**Run 1: clock nets**

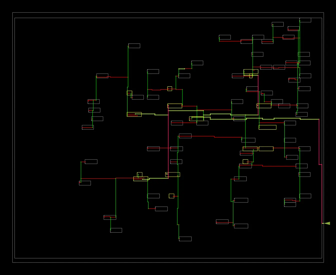
**Run 1: routed clock nets over the placement**

Scale bar: 50 um.
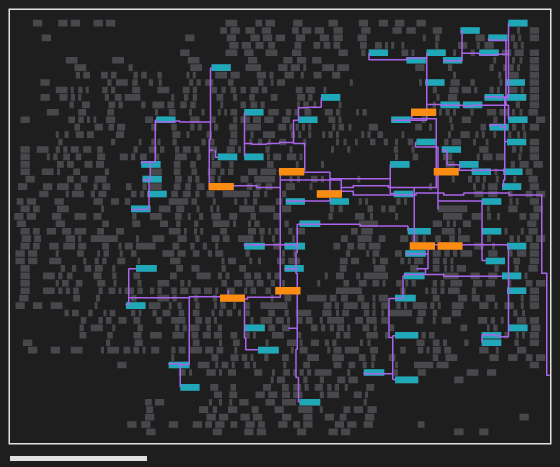
**Run 1: met4 routing**

Supply wires on this layer in grey.
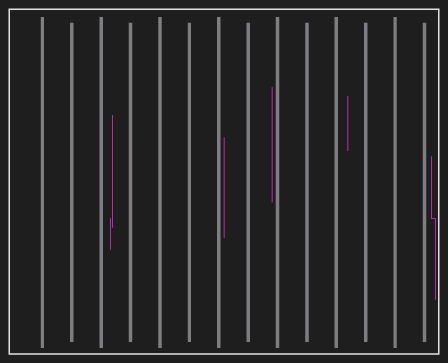
**Run 1: drive-strength map**

Scale bar: 50 um.
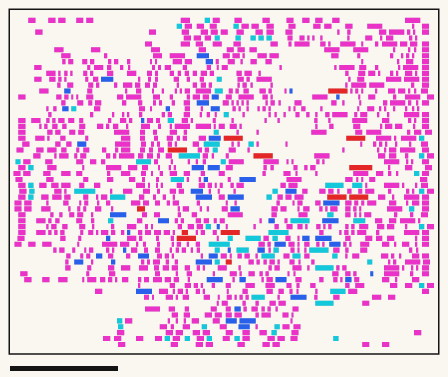
==> config.mk <==
export PLATFORM = sky130hd
export DESIGN_NAME = instruction_fetch
export DESIGN_NICKNAME = d
export VERILOG_FILES = /design/src/rtl/instruction_fetch.sv
export SDC_FILE = /design/constraint.sdc
export NUM_CORES = 1
export LEC_CHECK = 0
export CAP_MARGIN = 5
export CELL_PAD_IN_SITES_DETAIL_PLACEMENT = 1
export CELL_PAD_IN_SITES_GLOBAL_PLACEMENT = 2
export CORE_ASPECT_RATIO = 0.8
export CORE_UTILIZATION = 23
export DETAILED_ROUTE_END_ITERATION = 10
export GPL_TIMING_DRIVEN = 0
export PLACE_DENSITY = 0.78
export SLEW_MARGIN = 20
export SYNTH_ARGS = -nofsm -noshare
export SYNTH_HDL_FRONTEND = slang
export SYNTH_SLANG_ARGS = --single-unit
==> constraint.sdc <==
create_clock -name clk -period 3.55 [get_ports clk]
set_input_delay 0.71 -clock clk [delete_from_list [all_inputs] [get_ports clk]]
set_output_delay 0.71 -clock clk [all_outputs]
set_load 0.01 [all_outputs]
==> summary.txt, run 1 <==
impl run done, here's what came out: Inst Count DP 1,603, biggest area cells dfxtp_1 19%, ha_1 11%, nand2_1 7.2%, crit path kind in2reg, DR WL/cell approximately 21 um, synthesis area per yosys about 0.007 mm^2, Final Instance Count excl. Fillers 1,629, yosys warning tally 0, R2R setup slack ~0.34 ns, largest net degree at the start of global routing 14, CP required 3.83 ns, # setup viols final 0, Comb power ~1.4 mW, Basic Gates by Area 0.2382, final setup margin ~0.10 ns, CP most frequent cell o31a_1, drc violations 0, Crit Path Max Fanout 5, Die Span Y approximately 160 um, Cells after Synth roughly 960, Port Buffers roughly 230, Commonest flop dfxtp_1, number of max-cap violations 0, Reg2Reg Depth 12, met2 wire length about 15 mm, RSZ-0062 raised after global routing true, Mapped Nets ~1,100, met1 Use GR 0.2964, fin crit period roughly 3.4 ns, XORs/XNORs by Area 0.08960, hold slack 0.4566 ns, Avg Cell Area, Syn around 7.3 um^2, first-pass GRT wire length just under 50 mm, fa+ha+maj area frac 0.1159, Mux area share 0.007111, layout cells sized above 1 0.1145, Comb pwr share 0.428, Worst VDD drop around 0.21 mV, Switch Pwr 1.226 mW, remaining global-route overflow 0, width of the die roughly 200 um, n_diodes 0, Filler Cell Count between 3,000 and 4,000, Final Hold Viols 0, status finished, final reports clean, Worst setup SP type primary input, GRT busiest layer met2, # Post-CTS Setup Buffers 6, vias in the first global route a little over 8,000, CTS tree yes, crit-path cells clkdlybuf4s50_1 > ha_2 > nand3_4 > nor4b_2 > o31a_1 > o211ai_1 > buf_4 > o31a_1 > xor2_1 > a311o_1 > a21oi_1
Back to the opening pictures, 'clock nets':
CTS Buf Count: 9
Clk. pwr: 960 uW
Sink Count: 66
FFs & Latches: 66
later-pin clock latency in the skew report: 0.35 ns

Back to the opening pictures, 'routed clock nets over the placement':
[cyan] flip-flops | count: 66
[orange] clock-net drivers | count: 9
[purple] clock wires | length: 1,450 um
routed clock nets	10
Clk network pwr share: 0.299
Worst Skew: 0.005768 ns

Back to the opening pictures, 'met4 routing':
share of all routed wire	0.77%
nets with wire on the layer	5
wire length on this layer	258 um
routed vias: 8,272
Post-Route WL: 33.70 mm

Back to the opening pictures, 'drive-strength map':
colour	size	cells	most used
red	x6 and larger	13	clkbuf_16
magenta	x1 and smaller	1,083	clkdlybuf4s50_1
cyan	x3 and x4	72	buf_4
blue	x2	55	dfxtp_2
Buffers, non-clock: 328
final instance area: 0.01063 mm^2

[run 1: Yosys cell counts (10+ instances only)]
cell / number
a211oi_1: 23
a21o_1: 39
a21oi_1: 98
a31oi_1: 14
and3_1: 12
and4_1: 10
buf_4: 34
clkbuf_1: 40
dfxtp_1: 66
ha_1: 62
inv_1: 19
nand2_1: 135
nand2b_1: 12
nand3_1: 25
nand4_1: 15
nor2_1: 75
nor3_1: 23
o211ai_1: 11
o21a_1: 12
o21ai_0: 39
xnor2_1: 38
xor2_1: 34
[run 1: cell type report]
type / count / share of cell area
clock inverters: 7 / 0.007298
well taps: 406 / 0.04779
flip-flops and latches: 66 / 0.1268
inverters: 19 / 0.006710
multi-input cells: 794 / 0.5187
repair buffers: 246 / 0.2292
plain buffers: 82 / 0.04238
clock buffers: 9 / 0.02119
**Run 1: sequential cells grouped by signal name**

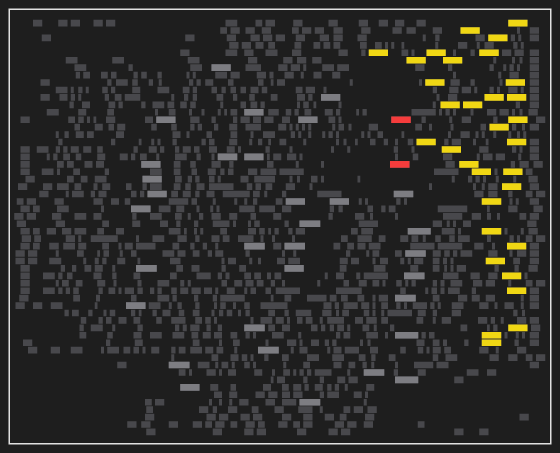

## Run 2: what changed since run 1
--- a/config.mk
+++ b/config.mk
@@ -9,8 +9,9 @@
 export CELL_PAD_IN_SITES_DETAIL_PLACEMENT = 1
 export CELL_PAD_IN_SITES_GLOBAL_PLACEMENT = 2
 export CORE_ASPECT_RATIO = 0.8
-export CORE_UTILIZATION = 23
+export CORE_UTILIZATION = 32
 export DETAILED_ROUTE_END_ITERATION = 10
+export DONT_BUFFER_PORTS = 1
 export GPL_TIMING_DRIVEN = 0
 export PLACE_DENSITY = 0.78
 export SLEW_MARGIN = 20
**Run 2: sequential cells grouped by signal name**

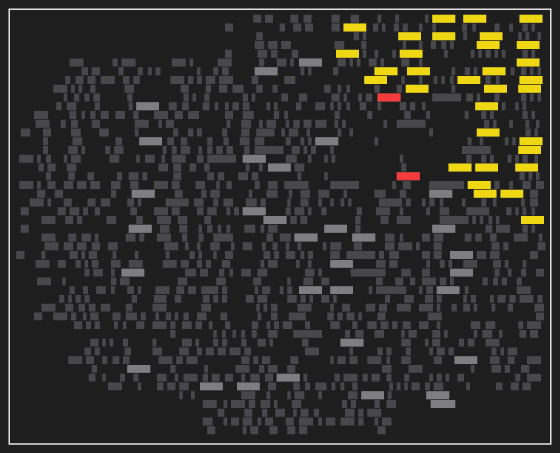
colour	name in the netlist	flops
red	state	2
yellow	inst	32
fraction of area in registers: 0.1706
Core Util, Final: 0.3596

==> run 2 against run 1 <==
  * First-iteration DRC count increased by 20%
  * Sequential share of layout area increased by 4.4 points
  * Critical path depth decreased by 5
  * Final cell count decreased by 23%
  * Routed wire length decreased by 12%
  * Total power decreased by 10%
  * Worst setup slack got worse by 0.0094 ns
  * Die area decreased by 28%
  * Via count decreased by 11%
  * Critical endpoint is now pc_plus4[28]
==> summary.txt, run 2 <==
impl run done, here's what came out: status finished, final reports clean, Crit Path Max Fanout 9 (+4), Comb pwr share 0.337 (-0.091), CP required 2.84 ns (-0.99 ns), GRT busiest layer met2, Port Buffers 0 (-100%), Reg2Reg Depth 11 (-1), synth cell count leaders 135 x nand2_1, 98 x a21oi_1, 75 x nor2_1, 66 x dfxtp_1, 62 x ha_1, Sink Count 66 (unchanged), Clk network pwr share 0.350 (+0.051), clock buf count 9 (unchanged), synthesis area per yosys 0.007038 mm^2 (unchanged), hold slack 0.4974 ns (+0.04088 ns), final setup margin 0.09380 ns (-0.009406 ns), Final Instance Count excl. Fillers 1,256 (-23%), FFs & Latches 66 (unchanged), invs w/o clock 19 (unchanged), #MultiIn Comb 794 (unchanged), Filler Cell Count 2,732 (-25%), combinational share of cell area 0.6734 (+0.1547), Mapped Nets 1,132 (unchanged)
**Run 2: met4 routing**

Supply wires on this layer in grey.
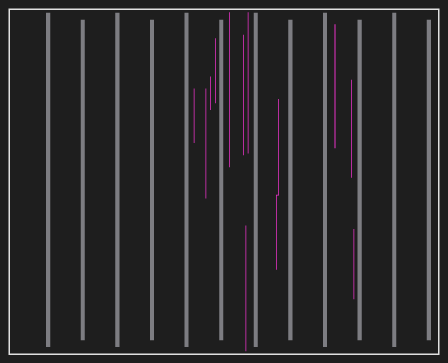
longest straight run	60.5 um
main direction	vertical
share of all routed wire	1.7%
routed vias: 7,377
Post-Route WL: 29.61 mm

run 2: cell types whose count changed in the layout (fill, tap and decap cells not counted), moves of 5 or more:
cell	before	now
xnor2_1	32	37
o21ai_0	34	39
buf_4	47	35
clkdlybuf4s50_1	223	0
ha_2	5	0
ha_1	55	62
dfxtp_1	51	65
dlymetal6s2s_1	6	0
dfxtp_2	12	1
xnor2_2	6	1
run 2: kinds of logic (layout without fill, tap and decap cells):
logic type               count (synthesis)  after routing  synth area share
AND/OR/NAND/NOR                        351            351            0.2382
buffers and inverters                  104            121           0.07573
flip-flops                              66             66            0.1877
AND-OR/OR-AND                          302            302            0.2857
multiplexers                             5              5          0.007111
XOR/XNOR                                72             72           0.08960
adder cells (fa/ha/maj)                 64             64            0.1159
No activity file was given, so power comes from the tool's default toggle rates.
